**src/rtl/win_detector_pkg.sv**
```systemverilog
// Shared board constants, line lookup and FSM encoding for the win detector.
// Cells are numbered 4*row + col, with row 0 at the bottom.
package win_detector_pkg;

  localparam int N_ROWS  = 4;
  localparam int N_COLS  = 4;
  localparam int N_CELLS = N_ROWS * N_COLS;
  localparam int N_LINES = 10;

  localparam logic P1 = 1'b0;
  localparam logic P2 = 1'b1;

  typedef logic [3:0] cell_t;

  typedef enum logic [1:0] {
    IDLE   = 2'd0,
    SCAN   = 2'd1,
    REPORT = 2'd2
  } state_t;

  // Packed {c3,c2,c1,c0}; c0 is the cell whose owner names the winner.
  function automatic logic [15:0] line_cells(input logic [3:0] idx);
    logic [15:0] r;
    case (idx)
      4'd0:    r = 16'h3210;
      4'd1:    r = 16'h7654;
      4'd2:    r = 16'hBA98;
      4'd3:    r = 16'hFEDC;
      4'd4:    r = 16'hC840;
      4'd5:    r = 16'hD951;
      4'd6:    r = 16'hEA62;
      4'd7:    r = 16'hFB73;
      4'd8:    r = 16'hFA50;
      4'd9:    r = 16'hC963;
      default: r = 16'h0000;
    endcase
    return r;
  endfunction

  function automatic logic [N_CELLS-1:0] line_mask(input logic [3:0] idx);
    logic [15:0]        cells;
    logic [N_CELLS-1:0] m;
    cells = line_cells(idx);
    m = '0;
    for (int i = 0; i < 4; i++) begin
      m[cells[4*i +: 4]] = 1'b1;
    end
    return m;
  endfunction

endpackage

```
**src/rtl/win_detector_if.sv**
```systemverilog
// Request/result bundle between the game FSM and the win detector.
// WIN_DETECTOR_MASK_EN adds the win_mask highlight bus.
interface win_detector_if #(
  parameter int LINE_W = 4
);
  logic              clear;
  logic              start;
  logic [15:0]       gameboard;
  logic [15:0]       players_cells;
  logic              busy;
  logic              done;
  logic              win;
  logic              winner;
  logic              draw;
  logic [LINE_W-1:0] win_line;
`ifdef WIN_DETECTOR_MASK_EN
  logic [15:0]       win_mask;

  modport master (
    output clear, start, gameboard, players_cells,
    input  busy, done, win, winner, draw, win_line, win_mask
  );
  modport slave (
    input  clear, start, gameboard, players_cells,
    output busy, done, win, winner, draw, win_line, win_mask
  );
`else
  modport master (
    output clear, start, gameboard, players_cells,
    input  busy, done, win, winner, draw, win_line
  );
  modport slave (
    input  clear, start, gameboard, players_cells,
    output busy, done, win, winner, draw, win_line
  );
`endif
endinterface

```
**src/rtl/win_detector_line_checker.sv**
```systemverilog
// Combinational test of one 4-cell line against the board snapshots.
// Time-shared by the scan; empty cells never form a line.
module win_detector_line_checker
  import win_detector_pkg::*;
(
  input  cell_t              c0,
  input  cell_t              c1,
  input  cell_t              c2,
  input  cell_t              c3,
  input  logic [N_CELLS-1:0] board,
  input  logic [N_CELLS-1:0] owns,
  output logic               hit,
  output logic               owner
);

  logic occ;
  logic same;

  assign occ   = board[c0] & board[c1] & board[c2] & board[c3];
  assign same  = (owns[c0] == owns[c1]) &&
                 (owns[c0] == owns[c2]) &&
                 (owns[c0] == owns[c3]);
  assign hit   = occ && same;
  assign owner = owns[c0];

endmodule

```
**src/rtl/win_detector.sv**
```systemverilog
// Snapshots the boards on start and scans the 10 lines one per clock.
// WIN_DETECTOR_MASK_EN adds the registered win_mask output.
module win_detector
  import win_detector_pkg::*;
#(
  parameter int EARLY_EXIT = 1,
  parameter int LINE_W     = 4
) (
  input logic           clk,
  input logic           rst_n,
  win_detector_if.slave bus
);

  state_t             state_q, state_d;
  logic [LINE_W-1:0]  cnt_q, cnt_d;
  logic [LINE_W-1:0]  line_q, line_d;
  logic [N_CELLS-1:0] gb_q, gb_d;
  logic [N_CELLS-1:0] pc_q, pc_d;
  logic               last_q, last_d;
  logic               busy_q, busy_d;
  logic               done_q, done_d;
  logic               win_q, win_d;
  logic               winner_q, winner_d;
  logic               draw_q, draw_d;
`ifdef WIN_DETECTOR_MASK_EN
  logic [N_CELLS-1:0] mask_q, mask_d;
`endif

  logic [15:0] cells;
  logic        hit;
  logic        owner;

  assign cells = line_cells(4'(cnt_q));

  win_detector_line_checker u_chk (
    .c0    (cells[3:0]),
    .c1    (cells[7:4]),
    .c2    (cells[11:8]),
    .c3    (cells[15:12]),
    .board (gb_q),
    .owns  (pc_q),
    .hit   (hit),
    .owner (owner)
  );

  always_ff @(posedge clk or negedge rst_n) begin
    if (!rst_n) begin
      state_q  <= IDLE;
      cnt_q    <= '0;
      line_q   <= '0;
      gb_q     <= '0;
      pc_q     <= '0;
      last_q   <= 1'b0;
      busy_q   <= 1'b0;
      done_q   <= 1'b0;
      win_q    <= 1'b0;
      winner_q <= P1;
      draw_q   <= 1'b0;
`ifdef WIN_DETECTOR_MASK_EN
      mask_q   <= '0;
`endif
    end else begin
      state_q  <= state_d;
      cnt_q    <= cnt_d;
      line_q   <= line_d;
      gb_q     <= gb_d;
      pc_q     <= pc_d;
      last_q   <= last_d;
      busy_q   <= busy_d;
      done_q   <= done_d;
      win_q    <= win_d;
      winner_q <= winner_d;
      draw_q   <= draw_d;
`ifdef WIN_DETECTOR_MASK_EN
      mask_q   <= mask_d;
`endif
    end
  end

  always_comb begin
    state_d  = state_q;
    cnt_d    = cnt_q;
    line_d   = line_q;
    gb_d     = gb_q;
    pc_d     = pc_q;
    last_d   = last_q;
    busy_d   = busy_q;
    done_d   = 1'b0;
    win_d    = win_q;
    winner_d = winner_q;
    draw_d   = draw_q;
`ifdef WIN_DETECTOR_MASK_EN
    mask_d   = mask_q;
`endif
    if (bus.clear) begin
      state_d  = IDLE;
      cnt_d    = '0;
      line_d   = '0;
      last_d   = 1'b0;
      busy_d   = 1'b0;
      win_d    = 1'b0;
      winner_d = P1;
      draw_d   = 1'b0;
`ifdef WIN_DETECTOR_MASK_EN
      mask_d   = '0;
`endif
    end else begin
      unique case (state_q)
        IDLE: begin
          if (bus.start) begin
            gb_d     = bus.gameboard;
            pc_d     = bus.players_cells;
            cnt_d    = '0;
            line_d   = '0;
            last_d   = 1'b0;
            busy_d   = 1'b1;
            win_d    = 1'b0;
            winner_d = P1;
            draw_d   = 1'b0;
`ifdef WIN_DETECTOR_MASK_EN
            mask_d   = '0;
`endif
            state_d  = SCAN;
          end
        end
        SCAN: begin
          // Trailing cycle after line 9 settles draw and fixes latency.
          if (last_q) begin
            draw_d  = !win_q && (gb_q == '1);
            last_d  = 1'b0;
            state_d = REPORT;
          end else begin
            if (hit && (EARLY_EXIT != 0 || !win_q)) begin
              win_d    = 1'b1;
              winner_d = owner;
              line_d   = cnt_q;
`ifdef WIN_DETECTOR_MASK_EN
              mask_d   = line_mask(4'(cnt_q));
`endif
            end
            if (hit && EARLY_EXIT != 0) begin
              state_d = REPORT;
            end else if (cnt_q == LINE_W'(N_LINES - 1)) begin
              last_d = 1'b1;
            end else begin
              cnt_d = cnt_q + LINE_W'(1);
            end
          end
        end
        REPORT: begin
          done_d  = 1'b1;
          busy_d  = 1'b0;
          cnt_d   = '0;
          state_d = IDLE;
        end
        default: state_d = IDLE;
      endcase
    end
  end

  assign bus.busy     = busy_q;
  assign bus.done     = done_q;
  assign bus.win      = win_q;
  assign bus.winner   = winner_q;
  assign bus.draw     = draw_q;
  assign bus.win_line = line_q;
`ifdef WIN_DETECTOR_MASK_EN
  assign bus.win_mask = mask_q;
`endif

endmodule

```
**src/flat_wrapper.sv**
```systemverilog
// flat-port wrapper written by rule: the top's interface ports become plain ports
module win_detector_flat import win_detector_pkg::*;
#(
  parameter int EARLY_EXIT = 1,
  parameter int LINE_W     = 4
)
  (clk, rst_n, bus_clear, bus_start, bus_gameboard, bus_players_cells, bus_busy, bus_done, bus_win, bus_winner, bus_draw, bus_win_line);
  win_detector_if #(.LINE_W(LINE_W)) bus_i ();
  input logic clk;
  input logic rst_n;
  input wire logic [$bits(bus_i.clear)-1:0] bus_clear;
  input wire logic [$bits(bus_i.start)-1:0] bus_start;
  input wire logic [$bits(bus_i.gameboard)-1:0] bus_gameboard;
  input wire logic [$bits(bus_i.players_cells)-1:0] bus_players_cells;
  output wire logic [$bits(bus_i.busy)-1:0] bus_busy;
  output wire logic [$bits(bus_i.done)-1:0] bus_done;
  output wire logic [$bits(bus_i.win)-1:0] bus_win;
  output wire logic [$bits(bus_i.winner)-1:0] bus_winner;
  output wire logic [$bits(bus_i.draw)-1:0] bus_draw;
  output wire logic [$bits(bus_i.win_line)-1:0] bus_win_line;
  assign bus_i.clear = bus_clear;
  assign bus_i.start = bus_start;
  assign bus_i.gameboard = bus_gameboard;
  assign bus_i.players_cells = bus_players_cells;
  assign bus_busy = bus_i.busy;
  assign bus_done = bus_i.done;
  assign bus_win = bus_i.win;
  assign bus_winner = bus_i.winner;
  assign bus_draw = bus_i.draw;
  assign bus_win_line = bus_i.win_line;
  win_detector #(.EARLY_EXIT(EARLY_EXIT), .LINE_W(LINE_W)) u_core (.clk(clk), .rst_n(rst_n), .bus(bus_i));
endmodule
```
**config.mk**
```make
export PLATFORM = sky130hd
export DESIGN_NAME = win_detector_flat
export DESIGN_NICKNAME = d
export VERILOG_FILES = /design/src/rtl/win_detector_pkg.sv /design/src/rtl/win_detector_if.sv /design/src/rtl/win_detector_line_checker.sv /design/src/rtl/win_detector.sv /design/src/flat_wrapper.sv
export SDC_FILE = /design/constraint.sdc
export NUM_CORES = 1
export LEC_CHECK = 0
export ABC_AREA = 1
export CAP_MARGIN = 20
export CELL_PAD_IN_SITES_DETAIL_PLACEMENT = 0
export CELL_PAD_IN_SITES_GLOBAL_PLACEMENT = 1
export CORE_MARGIN = 2
export CORE_UTILIZATION = 30
export CTS_CLUSTER_DIAMETER = 120
export DETAILED_ROUTE_END_ITERATION = 10
export GPL_TIMING_DRIVEN = 0
export HOLD_SLACK_MARGIN = 0.05
export PLACE_DENSITY_LB_ADDON = 0.1
export REMOVE_ABC_BUFFERS = 1
export SLEW_MARGIN = 10
export SYNTH_ARGS = -nofsm -noshare
export SYNTH_HDL_FRONTEND = slang
export SYNTH_SLANG_ARGS = --single-unit
```
**constraint.sdc**
```tcl
create_clock -name clk -period 2.7 [get_ports clk]
set_input_delay 0.54 -clock clk [delete_from_list [all_inputs] [get_ports clk]]
set_output_delay 0.54 -clock clk [all_outputs]
set_load 0.02 [all_outputs]
```
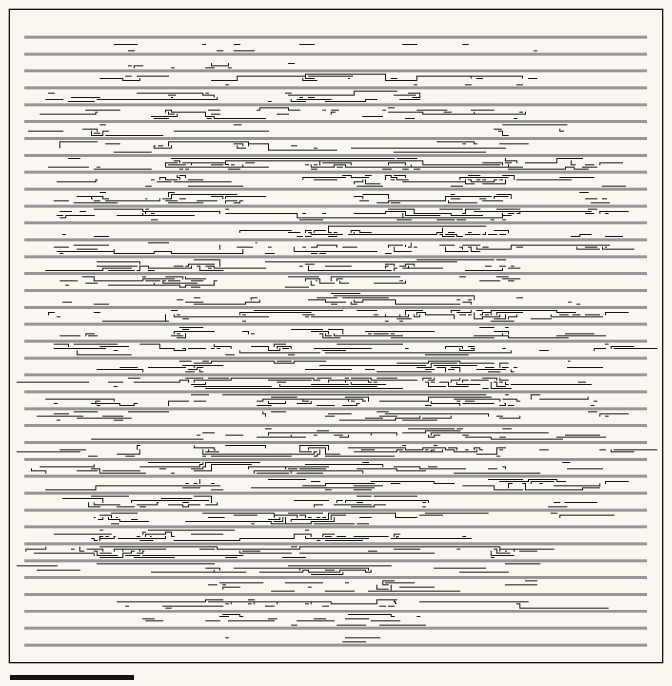
Fig. 1. Metal 1.
Scale bar: 20 µm. Supply wires on this layer in grey.
The layer holds 52% of the routed length. The longest straight run is 42.3 µm. The layer carries 4330 µm of wire. 445 nets have wire on it.
Routed Wire Length: 8.28 mm
via count: 2890
met1 Use GR: 22.6%

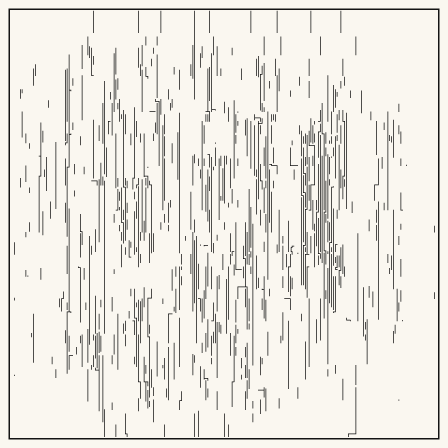
Fig. 2. Met2 routing.
The layer carries 3620 µm of wire. The layer holds 44% of the routed length. 390 nets have wire on it. The wires run mostly vertical.

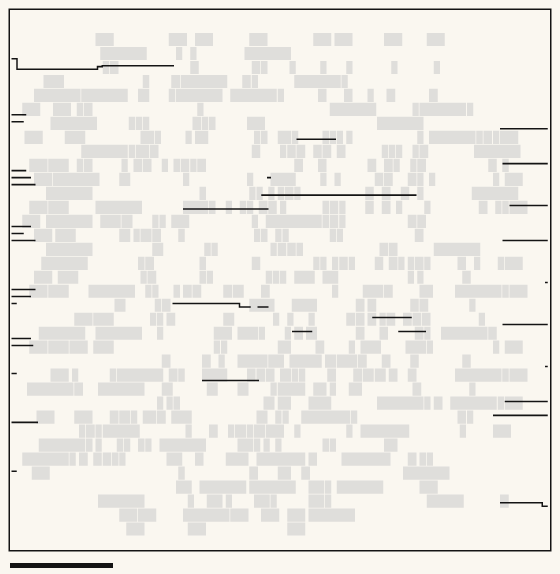
Fig. 3. M3 wires.
Scale bar: 20 µm.
The layer carries 249 µm of wire. The layer holds 3.0% of the routed length. 33 nets have wire on it.
met3 Resource Use GR: 2.50%

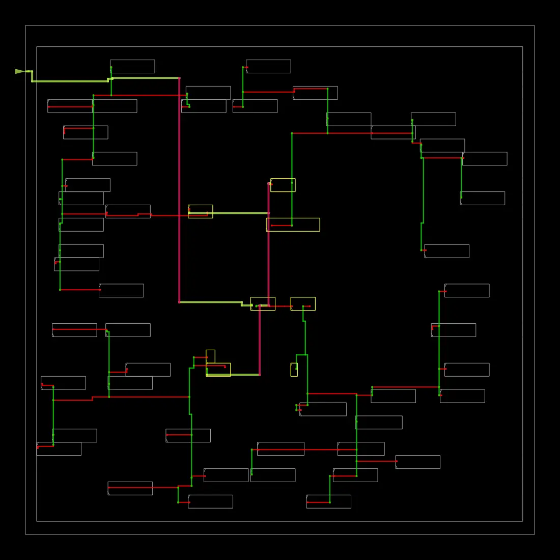
Fig. 4. Clock routing.
Num Clock Sinks: 48
Final Skew: 0.00433 ns
clock network power: 528 µW
Clk Latency, worst-skew pair: 0.30 ns
clock buf count: 6

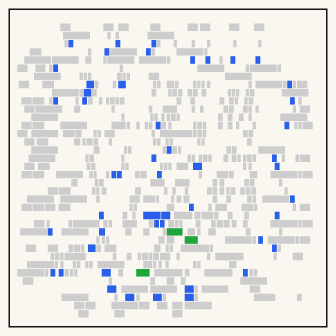
Fig. 5. Logic cells by family.
Green shows fa/ha/maj cells, cells 3. Blue shows aoi and oai cells, cells 49, where all over the die.
most numerous logic cell after layout: nand2_1
Comb/total area: 43.6%
Final Non-Filler Cells: 603

[flip-flops by register name, summed over array words and instances (netlist names)]
signal and cells:
u_core.bus.winner 1, u_core.gb_q 16, u_core.pc_q 16, u_core.bus.win_line 4
u_core.bus.win 1, u_core.bus.done 1, u_core.state_q 2, u_core.bus.draw 1
u_core.bus.busy 1, u_core.cnt_q 4, u_core.last_q 1
[worst register-to-register path, delay by kind of cell (launching register included)]
family          cells  cell delay [ns]
fa+ha+maj           1             0.21
flops               1             0.42
buf+inv             1             0.09
simple gates       12             1.44
compound gates      2             0.26
[cell usage in the layout (no fill, tap or decap), drive strengths merged]
cell           synthesis  layout
nor4                   1       1
a211oi                 1       1
mux2                  11      11
clkdlybuf4s50          0      43
o21ai                 21      21
clkbuf                 3       6
nand2                124     124
nand3                 83      83
xnor2                  1       1
o211ai                 3       3
buf                   10      11
nor3                   2       2
clkinv                 1       2
dfrtp                 48      48
or2                    1       1
nand4                 13      13
ha                     3       3
inv                   39      39
o22ai                  1       1
bufinv                 0       1
nor2                  32      32
a21oi                 23      23
[worst max-delay path by stage]
stage | start | end | slack (ns) | cells after the start
after detailed placement | u_core.cnt_q[0] | u_core.bus.win_line[0] | -0.30 | 15
after global routing | u_core.cnt_q[1] | u_core.bus.win_line[0] | -0.008 | 17
final | u_core.cnt_q[1] | u_core.bus.win | 0.17 | 16
after CTS | u_core.cnt_q[0] | u_core.bus.win_line[0] | 0.005 | 18
after floorplan | bus_clear | u_core.gb_q[0] | 0.31 | 3
after global placement | bus_clear | u_core.gb_q[14] | -0.99 | 4
[metrics by stage]
step / instances / total power, mW / setup TNS, ns / util [%]
finish: 603 / 2.22 / 0 / 39.1
global route: 603 / 2.41 / -0.0132 / 39.1
CTS: 595 / 2.25 / 0 / 38.1
detailed placement: 587 / 1.70 / -3.07 / 36.8
global placement: 585 / 1.68 / -50.77 / 36.4
floorplan: 408 / 1.46 / 0 / -
[routing by layer]
| metal | track usage [%] | wire length, µm |
|---|---|---|
| met5 | 0 | 0 |
| met2 | 24.5 | 3620 |
| met3 | 2.50 | 249 |
| met4 | 3.71 | 85 |
| met1 | 22.6 | 4330 |
[logic make-up (layout without fill, tap and decap cells)]
| kind of cell | count (synthesis) | after routing |
|---|---|---|
| multiplexers | 11 | 11 |
| flip-flops | 48 | 48 |
| AND-OR/OR-AND | 49 | 49 |
| adder cells (fa/ha/maj) | 3 | 3 |
| buffers and inverters | 53 | 102 |
| AND/OR/NAND/NOR | 256 | 256 |
| XOR/XNOR | 1 | 1 |
[area by class of cell]
class	instances	area share (%)
multi-input combinational	320	43.6
timing repair buffer	54	13.9
inverter	40	3.97
clock buffer	6	1.89
clock inverter	2	0.912
tap	133	4.33
sequential	48	31.4
[power by group]
part | switching, mW | internal [mW] | leakage, nW
sequential | 0.0878 | 0.864 | 0.570
combinational | 0.434 | 0.303 | 1.19
clock | 0.252 | 0.275 | 0.0552
[repair_timing]
action	in CTS	in global routing
setup buffers	0	8
resized	7	8
pin swaps	0	1
setup endpoints to repair	13	12
==> CHANGELOG.md <==
### Physical design

- Die Area: 11000 µm²
- Synth top area share: 39.2%
- Crit path required time: 2.90 ns
- PD cells: 577 nW/µm²
- Synth cell count leaders: nand2_1, nand3_1, dfrtp_1, inv_1, nor2_1
- Endpoints failing hold: 0
- Hpwl dp: 6.07 mm
- Congestion Overflow GR: 0
- Synth Area in XOR/XNOR: 0.286%
- CTS root buffer: clkbuf_8
- Inserted Diodes: 0
- Std cell rows: 36
- Yosys reg bits: 48
- Number of enable flip-flop cells: 0
- Most common cell in the netlist: nand2_1
- Max Fanout on Critical Path: 12
- Mean area per synthesized cell: 7.27 µm²
- Dpl cell area: 3620 µm²
- Least-Margin Pin Slew: 0.671 ns
- PnR worst setup slack: 0.172 ns
- # DRC: 0
- Yosys Instances: 421
- Clock Pin Slew Worst Setup and Hold Paths: 0.09 ns
- Critical path cell sequence: inv_1 -> ha_1 -> nand2_2 -> nand2_1 -> nand2_4 -> nand3_1 -> nand3_1 -> nand2_1 -> o21ai_0 -> nand2_1 -> nand2_1 -> nand3_1 -> nand2_1 -> nand2_4 -> nand2_1 -> o21ai_2
- Delay-heaviest family, CP: simple AND/OR/NAND/NOR gates
- Outcome: finished clean
- Antenna violations before repair: 0
- GPL Wtd Cong: 0.813
- Combinational Area: 1670 µm²
- Slew Viols, Final: 0
- First drt pass iteration count: 4
- Slowest cell on crit path: dfrtp_2
- Syn-to-layout area delta: 25.5%
- I/O pins: 45
- DR WL/cell: 13.7 µm
- Max VDD drop: 0.279 mV
- Asr flop ratio synth: 100%
- WS Path Type: reg -> reg
- Top cells, area: dfrtp_1, nand2_1, nand3_1, inv_1, mux2_2
- Reg2reg setup slack: 0.17 ns
- Via density: 4.79
Power figures rest on the tool's default switching activity, not on a simulated workload.
